$ cat src/rtl/lift_call_queue.sv
// Latches hall/cab presses into a pending bitmap and offers the next SCAN-order target floor to the car controller.
// Press-to-offer takes 2 cycles; the offered target_floor holds still until the controller raises target_ready.
module lift_call_queue #(
    parameter int FLOORS       = 8,
    parameter int FLOOR_W      = 3,
    parameter int HOME_FLOOR   = 3,
    parameter int IDLE_TIMEOUT = 16
) (
    input  logic               clk,
    input  logic               rst_n,
    input  logic [FLOORS-1:0]  hall_req,
    input  logic [FLOORS-1:0]  cab_req,
    input  logic [FLOOR_W-1:0] cur_floor,
    input  logic               arrive,
    output logic [FLOOR_W-1:0] target_floor,
    output logic               target_valid,
    input  logic               target_ready,
    output logic               dir_up,
    output logic [FLOORS-1:0]  pending,
    output logic               busy
);

    localparam logic [1:0] S_IDLE   = 2'd0;
    localparam logic [1:0] S_ISSUE  = 2'd1;
    localparam logic [1:0] S_TRAVEL = 2'd2;

    localparam int               CNT_W    = (IDLE_TIMEOUT > 2) ? $clog2(IDLE_TIMEOUT) : 1;
    localparam logic [CNT_W-1:0] CNT_MAX  = CNT_W'(IDLE_TIMEOUT - 1);
    localparam logic [FLOOR_W-1:0] HOME   = FLOOR_W'(HOME_FLOOR);

    logic [1:0]         state;
    logic [CNT_W-1:0]   idle_cnt;
    logic [FLOORS-1:0]  req;
    logic [FLOORS-1:0]  req_q;
    logic [FLOORS-1:0]  req_edge;
    logic [FLOORS-1:0]  clr_mask;
    logic               armed;
    logic               cur_ok;

    logic [FLOOR_W-1:0] up_floor;
    logic [FLOOR_W-1:0] dn_floor;
    logic               found_up;
    logic               found_dn;
    logic [FLOOR_W-1:0] sel_floor;
    logic               sel_flip;

    assign req    = hall_req | cab_req;
    // armed stays low for the first clock after reset so buttons held through reset need a fresh press
    assign req_edge = armed ? (req & ~req_q) : '0;
    assign cur_ok = (int'(cur_floor) < FLOORS);

    always_comb begin
        clr_mask = '0;
        if (arrive && cur_ok) begin
            clr_mask[cur_floor] = 1'b1;
        end
    end

    always_comb begin
        found_up = 1'b0;
        found_dn = 1'b0;
        up_floor = '0;
        dn_floor = '0;
        for (int i = FLOORS - 1; i >= 0; i--) begin
            if (pending[i] && (i > int'(cur_floor))) begin
                found_up = 1'b1;
                up_floor = FLOOR_W'(i);
            end
        end
        for (int i = 0; i < FLOORS; i++) begin
            if (pending[i] && (i < int'(cur_floor))) begin
                found_dn = 1'b1;
                dn_floor = FLOOR_W'(i);
            end
        end
    end

    always_comb begin
        sel_floor = cur_floor;
        sel_flip  = 1'b0;
        if (cur_ok && pending[cur_floor]) begin
            sel_floor = cur_floor;
        end else if (dir_up) begin
            if (found_up) begin
                sel_floor = up_floor;
            end else begin
                sel_floor = dn_floor;
                sel_flip  = found_dn;
            end
        end else begin
            if (found_dn) begin
                sel_floor = dn_floor;
            end else begin
                sel_floor = up_floor;
                sel_flip  = found_up;
            end
        end
    end

    always_ff @(posedge clk or negedge rst_n) begin
        if (!rst_n) begin
            pending <= '0;
            req_q   <= '0;
            armed   <= 1'b0;
        end else begin
            req_q   <= req;
            armed   <= 1'b1;
            // clear beats a same-cycle press at the arrival floor
            pending <= (pending | req_edge) & ~clr_mask;
        end
    end

    always_ff @(posedge clk or negedge rst_n) begin
        if (!rst_n) begin
            state        <= S_IDLE;
            target_floor <= HOME;
            dir_up       <= 1'b1;
            idle_cnt     <= '0;
        end else begin
            case (state)
                S_IDLE: begin
                    if (|pending) begin
                        target_floor <= sel_floor;
                        if (sel_flip) begin
                            dir_up <= ~dir_up;
                        end
                        idle_cnt <= '0;
                        state    <= S_ISSUE;
                    end else if (idle_cnt == CNT_MAX) begin
                        if (cur_floor != HOME) begin
                            target_floor <= HOME;
                            idle_cnt     <= '0;
                            state        <= S_ISSUE;
                        end
                    end else begin
                        idle_cnt <= idle_cnt + 1'b1;
                    end
                end
                S_ISSUE: begin
                    if (target_ready) begin
                        state <= S_TRAVEL;
                    end
                end
                S_TRAVEL: begin
                    if (arrive) begin
                        state <= S_IDLE;
                    end
                end
                default: state <= S_IDLE;
            endcase
        end
    end

    assign target_valid = (state == S_ISSUE);
    assign busy         = (state != S_IDLE);

endmodule

$ cat config.mk
export PLATFORM = sky130hd
export DESIGN_NAME = lift_call_queue
export DESIGN_NICKNAME = d
export VERILOG_FILES = /design/src/rtl/lift_call_queue.sv
export SDC_FILE = /design/constraint.sdc
export NUM_CORES = 1
export LEC_CHECK = 0
export ABC_AREA = 1
export CELL_PAD_IN_SITES_DETAIL_PLACEMENT = 2
export CELL_PAD_IN_SITES_GLOBAL_PLACEMENT = 2
export CORE_MARGIN = 2
export CORE_UTILIZATION = 30
export CTS_CLUSTER_DIAMETER = 50
export CTS_CLUSTER_SIZE = 24
export DETAILED_ROUTE_END_ITERATION = 8
export PLACE_DENSITY = 0.85
export SLEW_MARGIN = 0
export SYNTH_ARGS = -nofsm -noshare
export SYNTH_HDL_FRONTEND = slang
export SYNTH_SLANG_ARGS = --single-unit
$ cat constraint.sdc
create_clock -name clk -period 3.1 [get_ports clk]
set_clock_uncertainty 0.15 [all_clocks]
set_input_delay 0.465 -clock clk [delete_from_list [all_inputs] [get_ports clk]]
set_output_delay 0.465 -clock clk [all_outputs]
set_load 0.05 [all_outputs]
Figure 1. Power grid (run 1).
Scale: 4 px per µm. Pins as bars on the die edge. Tap cells in gray.
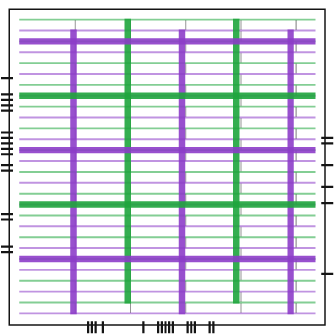
[VDD] green
[VSS] purple
tap cells: 72
met1 rails: 28
rows: 27
met4 straps: 5
met5 straps: 5
CORE AREA: 5440 µm²
width of the die: 78.6 µm

Figure 2. Met3 routing (run 1).
Scale: 4 px per µm. Cells faint in the background.
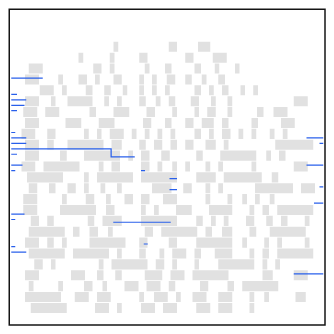
main direction: horizontal
share of all routed wire: 2.1%
wire length on this layer: 106 µm
nets with wire on the layer: 24
grt met3 use: 0.0287
vias: 1575
total detailed-routing wirelength: 5130 µm

Figure 3. Signal wires on met2 (run 1).
Scale: 4 px per µm.
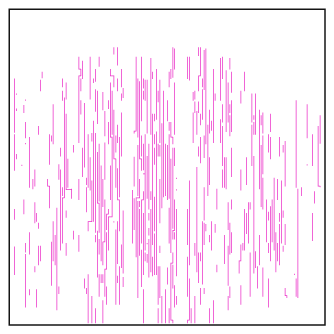
wire length on this layer: 2680 µm
share of all routed wire: 52%
nets with wire on the layer: 258
main direction: vertical
grt met2 use: 0.343

==> commit_impl_results.txt, run 1 <==
Log flow metrics for this revision

- Layout cell share with drive strength beyond 1: 0.220
* Max-cap violations: 0
- The critical path is of the in -> reg type.
- Total clock buffers created by CTS: 3
- Sorting the Yosys area breakdown by cell type puts at the top dfrtp_1.
* RSZ-0062 raised after global routing: no
- Avg Synthesized Cell Area: 7.72 µm²
* Count of flip-flops with a built-in enable after synthesis: 0
- Of the synthesized area, sequential elements account for 0.407.
- Entering global routing, the biggest net connects 28 pins.
* Post-DP HPWL: 4190 µm
- Register-to-register setup slack: 1210 ps
* Post-layout util: 0.395
- Power comes to 1520 µW.
- First-pass GRT wire length: 8760 µm
- In this run, the synthesized area fraction spent on xor and xnor cells is recorded as 0.
- STA classifies the critical path endpoint as a register.
* Layout overhead on the synthesized area: 28.7%
* Finished Cell Area: 2150 µm²
* Fraction of synthesis flops using an asynchronous set or reset pin: 1.00
* Clock tree from TritonCTS: built
- In this run the worst path has a maximum fanout of 11.
- The clock drives 27 sinks.
- The commonest register cell is dfrtp_1.
- Yosys shows that the main logic family after synthesis is simple AND/OR/NAND/NOR gates.
- Post-CTS repair changed the size of 0 cells.
* Startpoint of the most critical setup path: cur_floor[2]
- Ranking logic cells in the layout by count gives the top entries nand2_1 (46), clkdlybuf4s50_1 (36), dfrtp_1 (24).
- Total of buffers placed on input and output ports: 36
- On the worst setup and hold paths after CTS, the clock-pin slew comes to 90 ps.
- Most frequently placed logic cell in the final layout: nand2_1
- Synth top area share: 0.360
* Total routing resource utilization after global routing: 0.181
* Top routing layer in use: met4
* Achievable Freq: 0.409 GHz
- Mapped Cells: 216
- Non-clk invs: 31
* Distinct lib cells used: 32
- Net Count, Synth: 240
- Antenna diodes: 0
- The report puts the cell count of the worst reg-to-reg path at 10.
- The final layout contains a sequential cell count of 27.
* Antenna violations before repair: 0
- Share of cell area taken by muxes after synthesis: 0
- The pre-antenna-repair detailed-routing pass consisted of 4 iterations.
- Initial Utilization: 0.307
- In the hold timing report, the worst path depth is 2.
- The flow ran to the end, and the final reports show no timing, DRC or antenna violations.
- Count of fill cells added during filler insertion: 647
- The leakage component of the power was reported as 0.000969 µW.
* Number of H-tree branching levels: 1
- The clock period could shrink to 2450 ps.
- The critical path endpoint has a required time of 3120 ps.
- Gp weighted congestion: 0.888
- Critical Path Start Type: input pin
- Vias in the first global route: 1787
- In this run the post-CTS setup repair buffer count came out at 0.
- Yosys reports a chip area of 1670 µm².
* Violation count after the first detailed-routing iteration: 51
* Met3 wire len: 105 µm
- Number of antenna-violating nets in the routed design: 0
- The routed design shows a via density per instance of 4.82.
- Non-clock buffering overhead in the final layout: 0.175
* Total overflow reported by the global router: 0
- Worst-case vdd ir drop: 0.279 mV
- The overall die size recorded for this design is 6170 µm².
* Share of the clock period used by the worst path after layout: 0.789
* Multi-input logic cell count: 155
- The worst path meets setup with 653 ps of slack.
- The cell that appears most often on the critical path is nand2_1.
- Adding up every negative setup slack in the final design gives 0 ps.
- Combined flip-flop and latch cell area: 679 µm²
- DRC violation count after routing: 0
## run 1: critical path: cells and delay by family
| family | cells | cell delay, ps |
|---|---|---|
| buffers and inverters | 2 | 1130 |
| AND/OR/NAND/NOR | 10 | 860 |
## run 1: layer usage
| layer | vias up | track usage |
|---|---|---|
| met4 | 0 | 0.0298 |
| met1 | 775 | 0.216 |
| li1 | 768 | - |
| met3 | 5 | 0.0287 |
| met5 | - | 0 |
| met2 | 27 | 0.343 |
## run 1: state kept, by name, summed over array words and instances, names as in the netlist
signal / flops
idle_cnt: 4
armed: 1
state: 2
target_floor: 3
req_q: 8
pending: 8
dir_up: 1
## run 1: power breakdown
part | internal (µW) | total (µW) | switching [µW]
logic | 267 | 803 | 536
clock network | 90.2 | 203 | 113
registers | 438 | 516 | 78.4
Figure 4. Wiring by layer (run 1).
Scale: 4 px per µm.
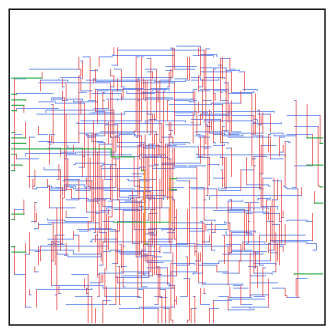

==> run 2, diff against run 1 <==
Settings changed: CORE_UTILIZATION 30 to 28, PLACE_DENSITY 0.85 to 0.8.
Clock period 3.1 ns to 2.4 ns, I/O delays scaled along.
Figure 5. Wiring by layer (run 2).
Scale: 4 px per µm.
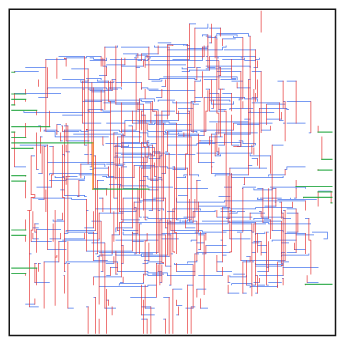
[metal 3] green | wire length: 127 µm
[metal 2] red | wire length: 2520 µm
[metal 1] blue | wire length: 2170 µm
[metal 4] orange | wire length: 11.6 µm
Routed wire per std cell: 14.5 µm
vias: 1573

==> run 2 against run 1 <==
  * Cell count grew 1.8%
  * Die size is 6.8% higher
  * Largest power group unchanged
  * Combinational power grew 28%
  * Clock-buffer cell count up 1
  * Sequential share of layout area shrank 0.72 points
  * Sequential power increased by 28%
  * Clock power increased by 26%
  * Register-to-register slack lost 670 ps
  * Final area rose by 2.3%
  * Synthesized cell count is the same
  * Via count decreased by 0.13%
==> commit_impl_results.txt, run 2 <==
Log flow metrics for this revision

* Run status: complete, no violations
- Total of buffers placed on input and output ports: 36
* Sink Count: 27
- Row generation in the floorplan step produced 28 rows.
* CORE AREA: 5850 µm²
- Post-route period utilization is reported as 0.925.
- Largest registers: pending x8, req_q x8, idle_cnt x4
- Netlist Area Pre-Place: 1670 µm²
- The routed design shows a via density per instance of 4.72.
- Grt met2 use: 0.331
* Fraction of power spent switching nets: 0.468
* Max-cap violations: 0
- The longest clock path from root to sink contains 2 buffers.
- From left edge to right edge, the die measures 81.2 µm.
- According to the finish report, the design has a final net count of 283.
- Total routing resource utilization after global routing: 0.167
* Hold violation count in the final report: 0
- Timing analysis after detailed placement gives a worst setup slack of 144 ps.
- Post-Route M1 WL: 2170 µm
- In this run, power in the clock network comes to 255 µW.
- Ranking logic cells in the layout by count gives the top entries nand2_1 (46), clkdlybuf4s50_1 (36), dfrtp_1 (24).
* Sequential share of power: 0.339
- Of the post-synthesis cell area, the dominant cell type holds 0.360.
- Clock Tree Root: clkbuf_8
- Most frequently placed logic cell in the final layout: nand2_1
- Logic depth along the worst register-to-register path is recorded as 10.
- On the critical path the largest part of the delay comes from buffers and inverters.
* Detailed Routing Iterations Pass 1: 4
* Most congested layer reported by global routing: met2
- Power attributed to combinational cells is 1030 µW.
- Once layout is complete, the cells apart from fillers number 333.
- Count of flip-flops with a built-in enable after synthesis: 0
- Combined flip-flop and latch cell area: 679 µm²
* Worst-margin pin slew: 505 ps
- The CTS report gives the tree buffer count as 3.
- In this run the power spent charging and discharging nets is 911 µW.
* Worst-case vdd ir drop: 0.583 mV
- Post-synth top area cell: dfrtp_1
* Count of fill cells added during filler insertion: 692
- The stat command in Yosys gives a chip area of 1670 µm².
* Die boundary height: 81.2 µm
* Total cells reported by yosys after synthesis: 216
- Start of the worst register-to-register path: pending[6]
* Tool Warnings: 26
- STA classifies the critical path startpoint as a register.
- Finished Cell Area: 2200 µm²
- Number of H-tree branching levels: 1
* Total power divided by cell area: 887 nW/µm²
- Critical Path End: busy
- The power report attributes to the clock group a share of 0.131.
- Vias in the first global route: 1734
- Total detailed-routing wirelength: 4830 µm
* Worst Setup Path Type: reg -> out
- The script extracted a total leakage power of 0.000990 µW.
* Startpoint of the most critical setup path: state[1]
- Post-route setup slack: 179 ps
- CP peak stage delay: 710 ps
- Sequential group power: 660 µW
- Met1 demand-to-capacity share in global routing: 0.194
* Layout cell share with drive strength beyond 1: 0.225
- Largest fanout on the critical path: 4
* Remaining max-slew budget at the tightest pin: 0.663
- Required time of the critical path: 1890 ps
- Detailed routing placed a total of 126 µm of wire on met3.
* Area taken by multi-input logic gates: 836 µm²
* Initial Utilization: 0.285
- Crit path cell chain: nor2_1 -> inv_1 -> clkdlybuf4s50_1
* Grt met3 use: 0.0311
- The number of antenna diodes in the final layout is 0.
- DRC violation count after routing: 0
- WHS: 311 ps
* Number of cells in the design after placement: 329
- Top post-synthesis cells by count: nand2_1 (46), dfrtp_1 (24), inv_1 (21), a21oi_1 (19), nor2_1 (16)
* Achievable Freq: 0.450 GHz
- Antenna violations before repair: 0
* Mapped Cells: 216
- Measured on the finished design, the core utilization comes to 0.375.
- Data arrival time at the worst-slack endpoint: 1710 ps
- Looking at the cell usage after synthesis, the top flip-flop cell is dfrtp_1.
- Signal nets in the final route climb as high as met4.
* Distinct lib cells used: 32
- Final Max Tran Viols: 0
- TritonCTS built the clock tree.
- Setup repair after global routing left no endpoint under its margin.
* Violation count after the first detailed-routing iteration: 12
- In this run, synthesis produced a sequential element count of 27.
* Area of placed instances: 2150 µm²
- Pin placement for this block handled 37 I/O pins.
- For this run the aggregate overflow at the end of global routing stands at 0.
- Worst flop-to-flop path endpoint: target_floor[0]
- For the finished layout, the period the worst path requires is 2220 ps.
- The worst setup path is captured at an output port.
* First-pass GRT wire length: 8610 µm
* Pin count of the biggest net entering global routing: 28
* Layout overhead on the synthesized area: 31.7%
- Gate power share: 0.530
- The count of nets left with antenna violations once routing finished came out at 0.
- Of all power groups, the one with the highest power is combinational cells.
- Per the skew report, the later register of the worst-skew pair sees a clock latency of 270 ps.
- Gp weighted congestion: 0.950
- Depth of the critical timing path with buffers and inverters included: 3
- By area the synthesized netlist is led by dfrtp_1 (36%), nand2_1 (10%), a21oi_1 (5.7%).
- Yosys Warn Count: 0
- Setup_tns: 0 ps
- Most used standard cell by instance count after synthesis: nand2_1
- The detailed router reports a met2 wire length of 2520 µm.
- The report puts the hold buffer count at CTS at 0.
* Post-CTS setup buffer count: 0
* Fraction of synthesis flops using an asynchronous set or reset pin: 1.00
* Register clock-pin slew on the reported worst setup and hold paths: 90 ps
* Internal power: 1040 µW
- Avg Synthesized Cell Area: 7.72 µm²
- The final timing report counts setup violations totalling 0.
- Worst path bufs/invs: 2
* Part of the Yosys area used for sequential elements: 0.407
- Register-to-register setup slack: 540 ps
- Area of the chip: 6590 µm²
- Post-DP HPWL: 4070 µm
- Gates resized, CTS repair: 0
- Power, Total: 1950 µW
* Cell with the largest stage delay on the worst path: clkdlybuf4s50_1
* Type of the worst min-delay path: in -> async
* Net Count, Synth: 240
Figure 6. Power grid (run 2).
Scale: 4 px per µm. Pins as bars on the die edge. Tap cells in gray.
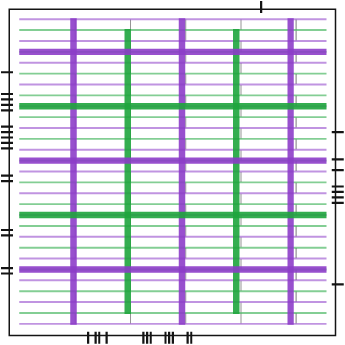
[VSS] purple
[VDD] green
met5 straps: 5
rows: 28
met4 straps: 5
tap cells: 75

-- run 2: cell counts after synthesis --
Identical to the previous run, type by type.
-- run 2: kinds of logic (layout without fill, tap and decap cells) --
group,after synthesis,in the layout,synth area share
adder cells (fa/ha/maj),1,1,0.00750
buffers and inverters,34,76,0.0915
flip-flops,27,27,0.407
AND-OR/OR-AND,43,43,0.149
other,1,1,0.00225
AND/OR/NAND/NOR,110,110,0.343
-- run 2: area by class of cell --
type / count / share of cell area
Multi-Input combinational cell: 155 / 0.381
Sequential cell: 27 / 0.309
Timing Repair Buffer: 41 / 0.193
Inverter: 31 / 0.0541
Tap cell: 75 / 0.0427
Clock buffer: 4 / 0.0205
Power figures rest on the tool's default switching activity, not on a simulated workload.
